Design div_seq, sky130hd; sources not shown.
**Routed metal, one colour a layer**

Bar = 50 um. Two of the layers only.
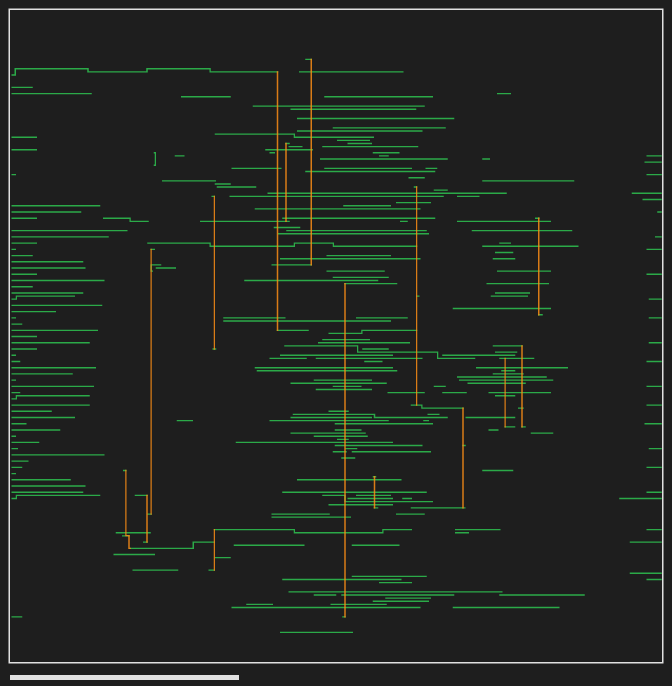
orange -> met4  # wire length 449 um
green -> met3  # wire length 3,020 um
overall routing resource usage: 29.7%
overall via count from detail_route: 9,010
Routed WL per cell: 20.0 um
final wirelength: 29.1 mm

**M1 wires**

Bar = 50 um.
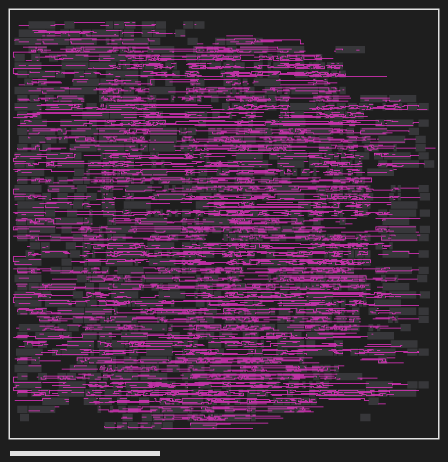
longest straight run = 48.3 um
share of all routed wire = 46%
met1 track utilization from global routing: 43.4%

==> CHANGELOG.md <==
### Implementation results

- Reg2reg setup slack: 0.70 ns
- CTS tree: yes
- Most prevalent standard cell on the critical path: nor2_1
- AO/OA Area Share: 26.8%
- Class of the worst hold path: reg2reg
- Required time of the critical path: 5.34 ns
- Relative slew margins: 30.8%
- Horizontal die dimension: 142 um
- Post-CTS Setup Repair Bufs: 0
- Share of cells above drive strength 1: 8.46%
- Clock latency reported for the late side of the worst-skew pair: 0.43 ns
- RSZ-0062 raised after global routing: false
- Detailed Place HPWL: 21.6 mm
- Synth area leaders: dfrtp_1, ha_1, nand2_1
- Global-route wire length before repair: 46.3 mm
- Synthesized area per cell: 9.01 um^2
- Register bit count reported by yosys: 134
- Area added between synthesis and finish: 19.5%
- Clock Path Buffers: 2
- Number of global-route vias before repair: 8,359
- Vias per cell: 6.20
- Total congestion overflow after global routing: 0
- Core Region: 19,000 um^2
- Top comb family, area: AND-OR/OR-AND gates
- Max FFs per register: 26
- Number of max-cap violations: 0
- Number of top-level design ports: 108
- Number of nets with antenna violations after routing: 0
- Number of clock buffers inserted by TritonCTS: 17
- Diode insertion count for antenna repair: 0
- Arrival time worst endpoint: 4.64 ns
- Sequence of cells on the critical path: or4_4 -> nor2_1 -> nand2_1 -> nor2_1 -> a21oi_1 -> xor2_1 -> ha_1 -> a21o_1 -> a21oi_1 -> nor2_1 -> o41a_1 -> a22oi_2 -> o21ai_0 -> a41o_1 -> mux2i_1 -> o31ai_1
- Status: finished clean
- Synth Cell Area: 9850 um^2
- CTS H-Tree Depth: 4
- Initial antenna violation count: 0
- Start-to-end type of the worst setup path: reg2reg
- Most frequent cells after synthesis: dfrtp_1, nand2_1, ha_1, o21ai_0, nor2_1
- Simple Share, Synth: 15.5%
- DRC violations left: 0
- Count of final max-slew check failures: 0
- Most frequently used cell type in the post-synthesis netlist: dfrtp_1
- Total negative setup slack: 0 ns
- Final Worst Setup Slack: 0.700 ns
- Nets at Floorplan: 1,227
-- per-stage QoR --
stage / cells / utilization (%) / hold WS [ns] / area, um^2
floorplan: 1093 / - / 0.472 / 9850
global placement: 1422 / 58.7 / 0.463 / 11200
detailed placement: 1422 / 58.7 / 0.471 / 11200
CTS: 1454 / 61.9 / 0.486 / 11800
global route: 1454 / 61.9 / 0.497 / 11800
finish: 1454 / 61.9 / 0.476 / 11800
-- area by class of cell --
class                      instances  area [um^2]
fill                            1627         7250
multi-input combinational        844         6070
sequential                       134         3350
timing repair buffer             124         1200
clock buffer                      18          439
tap                              260          325
inverter                          60          230
clock inverter                    14          155
-- cells in the final DEF (no fill, tap or decap), drive strengths merged, types with 15 or more instances in the layout --
cell / synthesis / routed
a21oi: 66 / 66
buf: 10 / 17
a21o: 23 / 23
dfrtp: 134 / 134
a22o: 41 / 41
ha: 80 / 80
clkbuf: 45 / 18
xor2: 28 / 28
o22a: 26 / 26
nor3: 29 / 29
nor2: 67 / 67
mux2: 29 / 29
nand2: 102 / 102
o21ai: 79 / 79
xnor2: 25 / 25
inv: 59 / 70
nor2b: 15 / 15
clkdlybuf4s50: 0 / 107
a221oi: 16 / 16
o31ai: 16 / 16
-- per-layer routing --
metal / GRT usage [%] / wire length, um
met1: 43.4 / 13400
met5: 0 / 0
met4: 6.90 / 449
met3: 7.74 / 3020
met2: 43.6 / 12200
-- critical path, delay by kind of cell, from the launching register on --
kind	cells	cell delay, ns
simple gates	5	1.15
xor+xnor	1	0.16
mux	1	0.14
flops	1	0.45
fa+ha+maj	1	0.38
compound gates	8	1.93
